==> src/rtl/game_pkg.sv <==
// Shared types and constants for the game round/level counter.
package game_pkg;
  localparam logic ST_PLAY = 1'b0;
  localparam logic ST_DONE = 1'b1;
  localparam int WIN_HOLD  = 0;
  localparam int WIN_PULSE = 1;

  typedef enum logic {
    PLAY = ST_PLAY,
    DONE = ST_DONE
  } state_t;
endpackage

==> src/rtl/mod_counter.sv <==
// Modulo counter with a runtime limit; wraps to zero once q >= limit.
module mod_counter #(
  parameter int SIZE = 4
) (
  input  logic            clk,
  input  logic            rst,
  input  logic            clr,
  input  logic            en,
  input  logic [SIZE-1:0] limit,
  output logic [SIZE-1:0] q,
  output logic            wrap
);
  // >= so a lowered limit wraps instead of running on to all-ones
  assign wrap = (q >= limit);

  always_ff @(posedge clk or posedge rst) begin
    if (rst) begin
      q <= '0;
    end else if (clr) begin
      q <= '0;
    end else if (en) begin
      q <= wrap ? '0 : q + SIZE'(1);
    end
  end
endmodule

==> src/rtl/round_level_counter.sv <==
// Round counter with level progression and a terminal DONE state.
module round_level_counter
  import game_pkg::*;
#(
  parameter int SIZE      = 4,
  parameter int LVL_SIZE  = 2,
  parameter int MAX_LEVEL = 3,
  parameter int WIN_MODE  = 0
) (
  input  logic                clk,
  input  logic                R,
  input  logic                clear,
  input  logic                E,
  input  logic [SIZE-1:0]     data,
  output logic [SIZE-1:0]     ROUND,
  output logic [LVL_SIZE-1:0] LEVEL,
  output logic                win,
  output logic                done
);
  state_t              state, state_n;
  logic [LVL_SIZE-1:0] level_n;
  logic                win_n, done_n;
  logic                wrap, adv;

  assign adv = E & ~clear & (state == PLAY);

  mod_counter #(.SIZE(SIZE)) u_round (
    .clk   (clk),
    .rst   (R),
    .clr   (clear),
    .en    (adv),
    .limit (data),
    .q     (ROUND),
    .wrap  (wrap)
  );

  always_comb begin
    state_n = state;
    level_n = LEVEL;
    done_n  = done;
    win_n   = (WIN_MODE == WIN_HOLD) ? win : 1'b0;
    if (clear) begin
      state_n = PLAY;
      level_n = '0;
      done_n  = 1'b0;
      win_n   = 1'b0;
    end else begin
      unique case (state)
        PLAY: begin
          if (E) begin
            win_n = wrap;
            if (wrap) begin
              if (LEVEL == LVL_SIZE'(MAX_LEVEL)) begin
                done_n  = 1'b1;
                state_n = DONE;
              end else begin
                level_n = LEVEL + LVL_SIZE'(1);
              end
            end
          end
        end
        DONE: begin
        end
      endcase
    end
  end

  always_ff @(posedge clk or posedge R) begin
    if (R) begin
      state <= PLAY;
      LEVEL <= '0;
      win   <= 1'b0;
      done  <= 1'b0;
    end else begin
      state <= state_n;
      LEVEL <= level_n;
      win   <= win_n;
      done  <= done_n;
    end
  end
endmodule

==> config.mk <==
export PLATFORM = sky130hd
export DESIGN_NAME = round_level_counter
export DESIGN_NICKNAME = d
export VERILOG_FILES = /design/src/rtl/game_pkg.sv /design/src/rtl/mod_counter.sv /design/src/rtl/round_level_counter.sv
export SDC_FILE = /design/constraint.sdc
export NUM_CORES = 1
export LEC_CHECK = 0
export CAP_MARGIN = 15
export CORE_AREA = 10 10 52 54
export CTS_CLUSTER_DIAMETER = 60
export DETAILED_ROUTE_END_ITERATION = 16
export DIE_AREA = 0 0 62 64
export PLACE_DENSITY = 0.63
export SLEW_MARGIN = 20
export SYNTH_ARGS = -nofsm -noshare
export SYNTH_HDL_FRONTEND = slang
export SYNTH_HIERARCHICAL = 1
export SYNTH_SLANG_ARGS = --single-unit
==> constraint.sdc <==
create_clock -name clk -period 3.15 [get_ports clk]
set_input_delay 0.7875 -clock clk [delete_from_list [all_inputs] [get_ports clk]]
set_output_delay 0.7875 -clock clk [all_outputs]
set_load 0.02 [all_outputs]
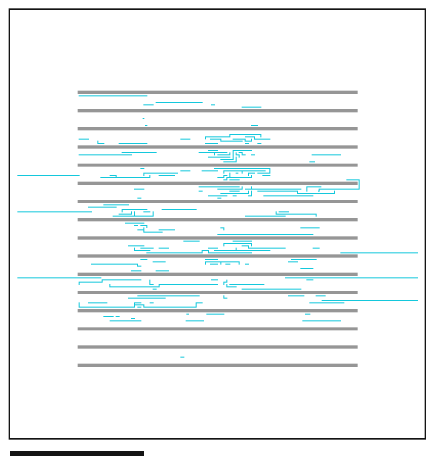
(run_1/layer_met1.png)
The bar under the picture is 20 um long. Supply wires on this layer in grey.
The longest straight run is 19.8 um. 82 nets have wire on it. The wires run mostly horizontal. The layer carries 556 um of wire.
Routed Wire Length: 1.26 mm
met1 GRT Util: 7.34%
total number of vias: 482

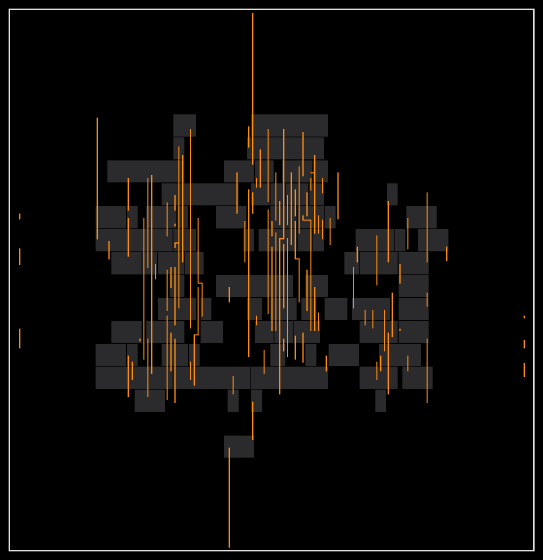
(run_1/layer_met2.png)
The longest straight run is 23.5 um. The wires run mostly vertical. The layer holds 46% of the routed length. 81 nets have wire on it.
GR Layer Usage met2: 11.8%

==> results.json, run 1 <==
{
  "p_sw_uw": 63.1,
  "seq_share_pct": 28.7,
  "r2r_slack_ns": 1.10,
  "start_kind": "primary input",
  "ant_nets": 0,
  "ios": 16,
  "cp_data_arrival_time_ns": 2.64,
  "nClkBuffers": 4,
  "top_area_cell_class": "logic gates",
  "taps": 25,
  "finalPower_uw": 254,
  "finClkSkew_ns": 0.00223,
  "status": "finished clean",
  "vias_per_cell": 4.68,
  "comb_power_share_pct": 18.0,
  "synth_flop_count": 9,
  "path_clk_slew_ns": 0.06,
  "cts_buffers": 3,
  "signal_buffers": 17,
  "crit_start": "data[0]",
  "power.density_nw_per_um2": 323,
  "holdPathStages": 2,
  "grt_overflow": 0,
  "fp.dieW_um": 62,
  "end_kind": "register",
  "top_area_cell": "dfrtp_1"
}
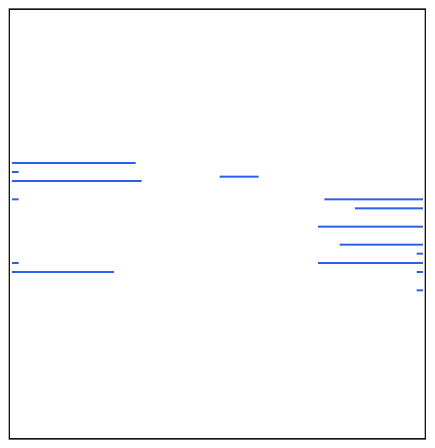
(run_1/layer_met3.png)
The layer carries 129 um of wire. The layer holds 10% of the routed length.
met3 GRT Util: 3.16%

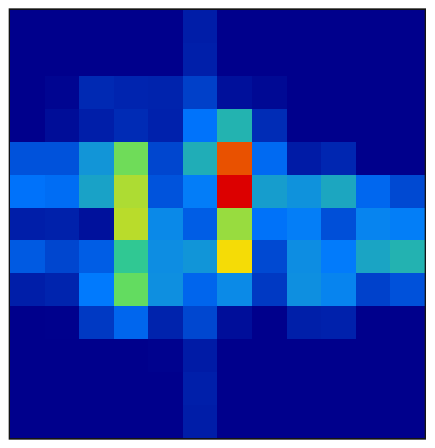
(run_1/metal_density.png)
12 x 13 tiles, from dark blue (low) to red (high), scaled to the fullest tile. Values are wire area over tile area, all layers added.
The mean over all tiles is 0.052. The fullest tile reaches 0.42. 47% of the tiles are nearly empty. 5.1% of the tiles are over half the peak. The emptiest ninth of the die: north-east.
gr usage total: 7.12%
Routed wire per std cell: 12.3 um

[run 1: kinds of logic after synthesis]
kind of cell | synth area share (%)
and+or+nand+nor | 18.9
AOI/OAI and AO/OA | 17.3
DFF | 40.0
buffers and inverters | 5.33
adders and majority gates | 13.3
muxes | 3.56
xor gates and xnor gates | 1.56
[run 1: sequential cells by signal, indices dropped and copies added (netlist names)]
name	cells
u_round/q	4
LEVEL	2
done	1
state	1
win	1
[run 1: per-layer routing]
layer / up-vias / GRT usage, % / routed length [um]
li1: 249 / - / -
met1: 217 / 7.34 / 555
met2: 16 / 11.8 / 579
met3: 0 / 3.16 / 128
met4: 0 / 3.35 / 0
met5: - / 0 / 0
[run 1: critical path, stage by stage]
cell	delay (ns)
clkdlybuf4s50_1	0.40
ha_1	0.28
nand2b_4	0.11
a211oi_2	0.06
o21ai_0	0.41
and4bb_2	0.34
mux2i_1	0.19
nor2_1	0.05
[run 1: synthesized netlist by cell type]
cell type  count
a211oi_2       1
a21oi_1        4
a31oi_1        1
a41oi_1        1
and4bb_2       1
dfrtp_1        9
ha_1           6
inv_1          8
mux2i_1        2
nand2b_1       4
nand2b_4       1
nand3_1        2
nor2_1         6
nor3_1         1
nor3b_1        1
nor4bb_1       1
o2111ai_1      4
o21ai_0        2
o21ai_1        1
xnor2_1        1
[run 1: cell usage in the layout, fill, tap and decap left out, types with 2 or more instances in the layout]
| cell type | synthesis | layout |
|---|---|---|
| nand3_1 | 2 | 2 |
| mux2i_1 | 2 | 2 |
| ha_1 | 6 | 6 |
| o2111ai_1 | 4 | 4 |
| clkdlybuf4s50_1 | 0 | 15 |
| clkbuf_4 | 0 | 3 |
| dfrtp_1 | 9 | 9 |
| buf_4 | 0 | 2 |
| nand2b_1 | 4 | 4 |
| a21oi_1 | 4 | 4 |
| inv_1 | 8 | 8 |
| o21ai_0 | 2 | 2 |
| nor2_1 | 6 | 6 |
[run 1: stage by stage]
stage	hold slack (ns)	util, %	area (um^2)	setup WS, ns	instances
2_1_floorplan	0.508	-	563	0.851	57
3_3_place_gp	0.512	44.5	759	0.434	99
3_5_place_dp	0.514	44.5	759	0.390	99
4_1_cts	0.529	46.0	786	0.653	103
5_1_grt	0.581	46.0	786	0.517	103
6_report	0.522	46.0	786	0.648	103
[run 1: power groups by stage]
stage                     sequential [uW]  clock [uW]  combinational (uW)
final                                 120        88.0                45.6
after floorplan                       124           0                20.8
after global routing                  120         102                51.0
after detailed placement              122           0                46.0
after CTS                             120        91.0                46.2
after global placement                122           0                45.0
[run 1: worst max path at each step]
stage,end,slack (ns),depth (start not counted)
floorplan,LEVEL[1]$_DFFE_PP0P_,0.85,7
global placement,LEVEL[1]$_DFFE_PP0P_,0.43,8
CTS,LEVEL[1]$_DFFE_PP0P_,0.65,8
detailed placement,LEVEL[1]$_DFFE_PP0P_,0.39,8
global route,LEVEL[1]$_DFFE_PP0P_,0.52,8
finish,LEVEL[1]$_DFFE_PP0P_,0.65,8
==> run_1/congestion.png <==
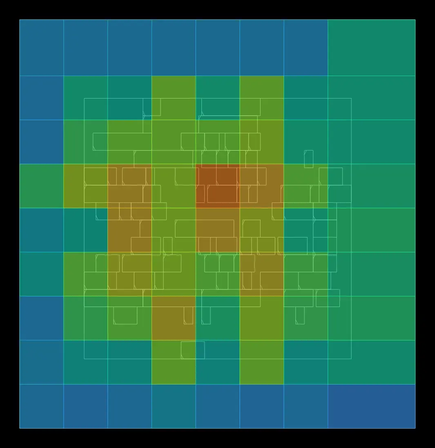

## Run 2: what changed since run 1
==> constraint.sdc (replaced) <==
create_clock -name clk -period 2.37 [get_ports clk]
set_input_delay 0.5925 -clock clk [delete_from_list [all_inputs] [get_ports clk]]
set_output_delay 0.5925 -clock clk [all_outputs]
set_load 0.02 [all_outputs]
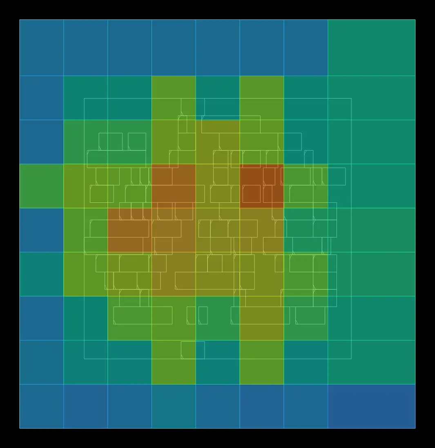
(run_2/congestion.png)
met1 GRT Util: 8.48%
met3 GRT Util: 4.15%
Routed wire per std cell: 12.0 um

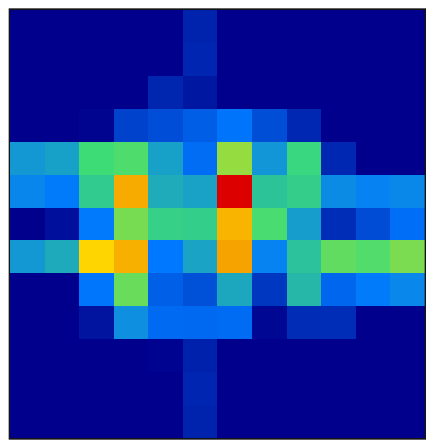
(run_2/metal_density.png)
12 x 13 tiles, from dark blue (low) to red (high), scaled to the fullest tile. Values are wire area over tile area, all layers added.
The mean over all tiles is 0.055. The emptiest ninth of the die: north-east. 9.6% of the tiles are over half the peak. The fullest tile reaches 0.35.
Routed Wire Length: 1.27 mm
total number of vias: 499
gr usage total: 7.20%

==> results.json, run 2 <==
{
  "synthMuxAreaShare_pct": 3.56,
  "ant_nets": 0,
  "dp.cells": 102,
  "xor_share_pct": 1.56,
  "ys_sh_aoi_pct": 17.3,
  "path_clk_slew_ns": 0.06,
  "ys_sh_simple_pct": 18.9,
  "ios": 16,
  "top_register": "u_round/q",
  "synth-edff-count": 0,
  "top_cells_by_count": "dfrtp_1 (9), inv_1 (8), ha_1 (6), nor2_1 (6)",
  "synth.comb.largest_family": "simple AND/OR/NAND/NOR gates",
  "final_cell_mix": "clkdlybuf4s50_1 (15), dfrtp_1 (9), inv_1 (8)",
  "period_used_pct": 89.6,
  "fp.dieW_um": 62,
  "rr_startpoint": "u_round/q[0]$_DFFE_PP0P_",
  "reg.largest.list": "u_round/q (4), LEVEL (2)",
  "synthArstFlopShare_pct": 100,
  "holdPathStages": 2,
  "end_kind": "register",
  "status": "finished clean",
  "layout_setup_ws_ns": 0.245,
  "synth_flop_count": 9,
  "most_common_cell": "dfrtp_1",
  "holdPathEnd": "done$_DFFE_PP0P_",
  "final_common_cell": "clkdlybuf4s50_1",
  "synth.net_count": 71,
  "top_area_cell": "dfrtp_1",
  "cp_data_arrival_time_ns": 2.27,
  "cts_buffers": 3,
  "finClkSkew_ns": 0.00516,
  "preCtsSetupSlack_ns": -0.0295,
  "fin_cells": 106,
  "grt_overflow": 0,
  "vias_per_cell": 4.71
}
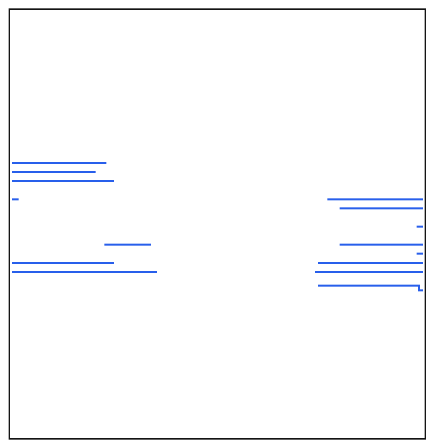
(run_2/layer_met3.png)
14 nets have wire on it. The longest straight run is 21.4 um. The layer holds 13% of the routed length. The wires run mostly horizontal. The layer carries 172 um of wire.

run 2: cell type report:
| type | count | area, um^2 |
|---|---|---|
| fill | 157 | 900 |
| multi-input combinational | 40 | 308 |
| sequential | 9 | 225 |
| timing repair buffer | 20 | 188 |
| tap | 25 | 31.3 |
| inverter | 8 | 30.0 |
| clock buffer | 4 | 26.3 |
run 2: stage by stage:
stage	instance area (um^2)	util, %	hold slack (ns)	setup TNS (ns)	total power, uW
after floorplan	563	-	0.359	0	193
after global placement	782	45.8	0.506	-0.0340	226
after detailed placement	782	45.8	0.493	-0.0431	228
after CTS	808	47.3	0.523	0	348
after global routing	808	47.3	0.563	0	359
final	808	47.3	0.512	0	340
run 2: logic make-up after synthesis:
| family | Yosys count |
|---|---|
| DFF | 9 |
| buffers and inverters | 8 |
| muxes | 2 |
| xor gates and xnor gates | 1 |
| AOI/OAI and AO/OA | 14 |
| adders and majority gates | 6 |
| and+or+nand+nor | 17 |
run 2: report_power, final:
part / internal [uW] / switching [uW]
Combinational: 35.0 / 28.7
Clock: 64.8 / 52.3
Sequential: 156 / 3.16
run 2: worst max path at each step:
stage                       start                   end  slack, ns
after floorplan           data[0]  LEVEL[1]$_DFFE_PP0P_       0.27
after global placement    data[0]  LEVEL[1]$_DFFE_PP0P_      -0.02
after detailed placement  data[0]  LEVEL[1]$_DFFE_PP0P_      -0.03
after global routing      data[0]  LEVEL[1]$_DFFE_PP0P_       0.12
final                     data[0]  LEVEL[1]$_DFFE_PP0P_       0.25
after CTS                 data[0]  LEVEL[1]$_DFFE_PP0P_       0.24
run 2: layer usage:
layer | track usage (%) | vias to the layer above | wire (um)
li1 | - | 257 | -
met1 | 8.48 | 226 | 551
met2 | 10.1 | 14 | 537
met3 | 4.15 | 2 | 171
met4 | 3.35 | 0 | 12
met5 | 0 | - | 0
run 2: worst max-delay path, stage by stage:
cell and delay [ns]:
clkdlybuf4s50_1 0.40, ha_1 0.29, nand2b_4 0.14, a211oi_2 0.24, o21ai_0 0.14, and4bb_2 0.27
mux2i_1 0.14, nor2_1 0.05
==> run_2/layer_met1.png <==
The bar under the picture is 20 um long. Supply wires on this layer in grey.
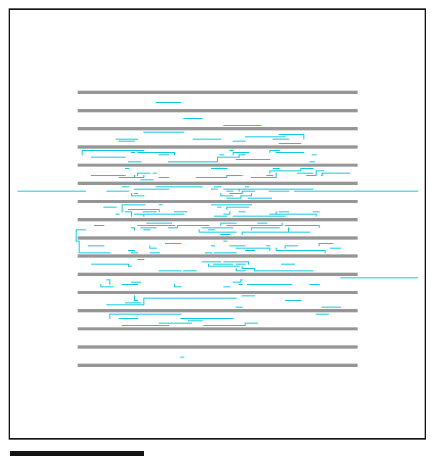

## Run 3: what changed since run 2
--- a/config.mk
+++ b/config.mk
@@ -6,13 +6,13 @@
 export NUM_CORES = 1
 export LEC_CHECK = 0
 export CAP_MARGIN = 15
-export CORE_AREA = 10 10 52 54
+export CORE_AREA = 10 10 53 55
 export CTS_CLUSTER_DIAMETER = 60
 export DETAILED_ROUTE_END_ITERATION = 16
-export DIE_AREA = 0 0 62 64
+export DIE_AREA = 0 0 63 65
+export MAX_ROUTING_LAYER = met4
 export PLACE_DENSITY = 0.63
 export SLEW_MARGIN = 20
 export SYNTH_ARGS = -nofsm -noshare
 export SYNTH_HDL_FRONTEND = slang
-export SYNTH_HIERARCHICAL = 1
 export SYNTH_SLANG_ARGS = --single-unit
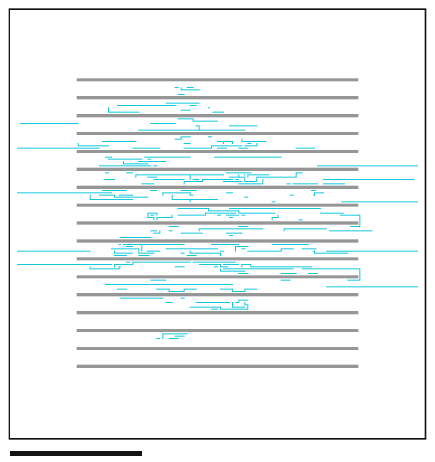
(run_3/layer_met1.png)
The bar under the picture is 20 um long. Supply wires on this layer in grey.
The layer carries 702 um of wire. The layer holds 49% of the routed length. 88 nets have wire on it. The longest straight run is 19.3 um. The wires run mostly horizontal.
total number of vias: 514
met1 GRT Util: 8.99%

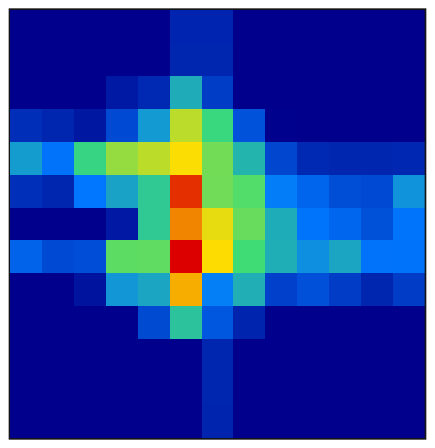
(run_3/metal_density.png)
13 x 13 tiles, from dark blue (low) to red (high), scaled to the fullest tile. Values are wire area over tile area, all layers added.
10% of the tiles are over half the peak. The mean over all tiles is 0.054. The emptiest ninth of the die: north-east. The densest ninth of the die: centre. The fullest tile reaches 0.37.
Routed Wire Length: 1.42 mm
Routed wire per std cell: 12.9 um
gr usage total: 7.71%

==> results.json, run 3 <==
{
  "pwr-share-seq_pct": 43.5,
  "synthArstFlopShare_pct": 100,
  "cell_internal_pwr_uw": 271,
  "final_common_cell": "clkdlybuf4s50_1",
  "ys.flop_type": "dfrtp_1",
  "antenna_found_initial": 0,
  "period_used_pct": 94.2,
  "power.density_nw_per_um2": 449,
  "clockPowerShare_pct": 32.7,
  "fp.dieW_um": 63,
  "rr_startpoint": "u_round.q[0]$_DFFE_PP0P_",
  "holdWs_ns": 0.505,
  "reg.largest.list": "u_round.q (4), LEVEL (2)",
  "most_common_cell": "dfrtp_1",
  "top_area_cell": "dfrtp_1",
  "synth-edff-count": 0,
  "holdPathStages": 2,
  "switching_share_pct": 27.6,
  "fill_cells": 184,
  "drc": 0,
  "r2r_slack_ns": 0.40,
  "cp_max_fo": 6,
  "comb_power_share_pct": 23.8,
  "path_clk_slew_ns": 0.06,
  "vias_per_cell": 4.67,
  "p_sw_uw": 103,
  "cts_buffers": 3,
  "synth_flop_count": 9,
  "final_cell_mix": "clkdlybuf4s50_1 (15), dfrtp_1 (9), nand2_1 (6), inv_1 (6), ha_1 (6)",
  "finClkSkew_ns": 0.00833,
  "cp_data_arrival_time_ns": 2.39,
  "grt_overflow": 0,
  "status": "finished clean",
  "critPathCapture": "LEVEL[0]$_DFFE_PP0P_",
  "crit_start": "data[0]",
  "top_area_share_pct": 37.9,
  "yosysWarnings": 0,
  "ant_nets": 0,
  "end_kind": "register",
  "fin_util_pct": 44.8,
  "largest_reg_flops": 4
}
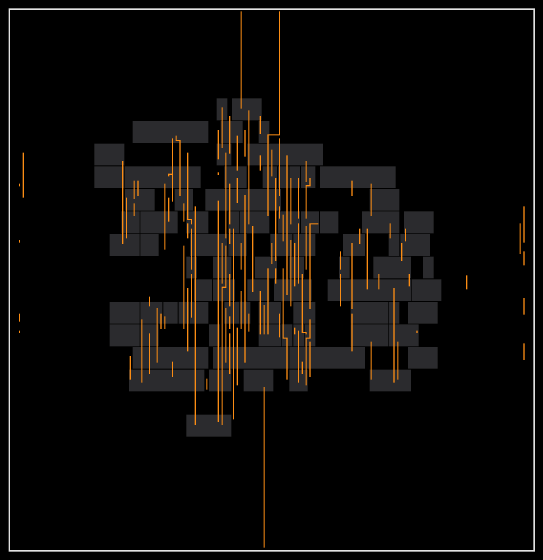
(run_3/layer_met2.png)
The wires run mostly vertical. The longest straight run is 26.5 um. The layer carries 632 um of wire. 80 nets have wire on it. The layer holds 44% of the routed length.
GR Layer Usage met2: 11.5%

-- run 3: netlist changes by cell type after synthesis, sizes merged, moves of 2 or more --
cell / change
or3: +2
nor2: -3
nor2b: +3
o21ai: -3
nand2: +6
clkbuf: +2
o2111ai: -4
o211ai: +4
inv: -2
-- run 3: worst max-delay path, stage by stage --
cell	delay, ns
clkdlybuf4s50_1	0.41
ha_1	0.29
nand2b_4	0.15
a2111oi_4	0.49
nor4_2	0.14
mux2_4	0.32
-- run 3: worst min path at each step --
stage / from / end / slack (ns)
floorplan: R / LEVEL[0]$_DFFE_PP0P_ / 0.42
global placement: done$_DFFE_PP0P_ / done$_DFFE_PP0P_ / 0.48
detailed placement: done$_DFFE_PP0P_ / done$_DFFE_PP0P_ / 0.49
CTS: state$_DFF_PP0_ / done$_DFFE_PP0P_ / 0.51
global route: state$_DFF_PP0_ / done$_DFFE_PP0P_ / 0.55
finish: done$_DFFE_PP0P_ / done$_DFFE_PP0P_ / 0.50
-- run 3: layout make-up --
| cell class | instances | area (um^2) | area share [%] |
|---|---|---|---|
| multi-input combinational | 44 | 339 | 40.6 |
| clock buffer | 4 | 26.3 | 3.15 |
| inverter | 6 | 22.5 | 2.70 |
| sequential | 9 | 225 | 27.0 |
| timing repair buffer | 20 | 188 | 22.5 |
| tap | 27 | 33.8 | 4.05 |
-- run 3: kinds of logic after synthesis --
logic type / Yosys count / share of synthesized area, %
buffers and inverters: 8 / 5.05
and+or+nand+nor: 22 / 21.7
AOI/OAI and AO/OA: 14 / 18.5
adders and majority gates: 6 / 12.6
muxes: 2 / 4.21
DFF: 9 / 37.9
-- run 3: power by group through the flow --
stage	clock network, uW	registers (uW)	logic [uW]
floorplan	0	170	44.5
global placement	0	166	88.3
detailed placement	0	166	90.1
CTS	123	163	90.8
global route	132	164	98.0
finish	123	163	89.1
-- run 3: per-stage QoR --
stage / setup TNS (ns) / cell area, um^2 / instances / worst slack, ns / total power [uW]
global placement: -0.286 / 808 / 106 / -0.0903 / 254
detailed placement: -0.494 / 808 / 106 / -0.144 / 256
global route: 0 / 835 / 110 / 0.0197 / 394
floorplan: 0 / 594 / 61 / 0.330 / 215
CTS: 0 / 835 / 110 / 0.120 / 377
finish: 0 / 835 / 110 / 0.137 / 375
-- run 3: metal layers --
metal,up-vias,wire (um),track usage [%]
li1,257,-,-
met1,240,702,8.99
met2,15,632,11.5
met3,2,60,1.89
met4,0,25,5.03
met5,-,0,-
Power and IR drop assume default switching activity.
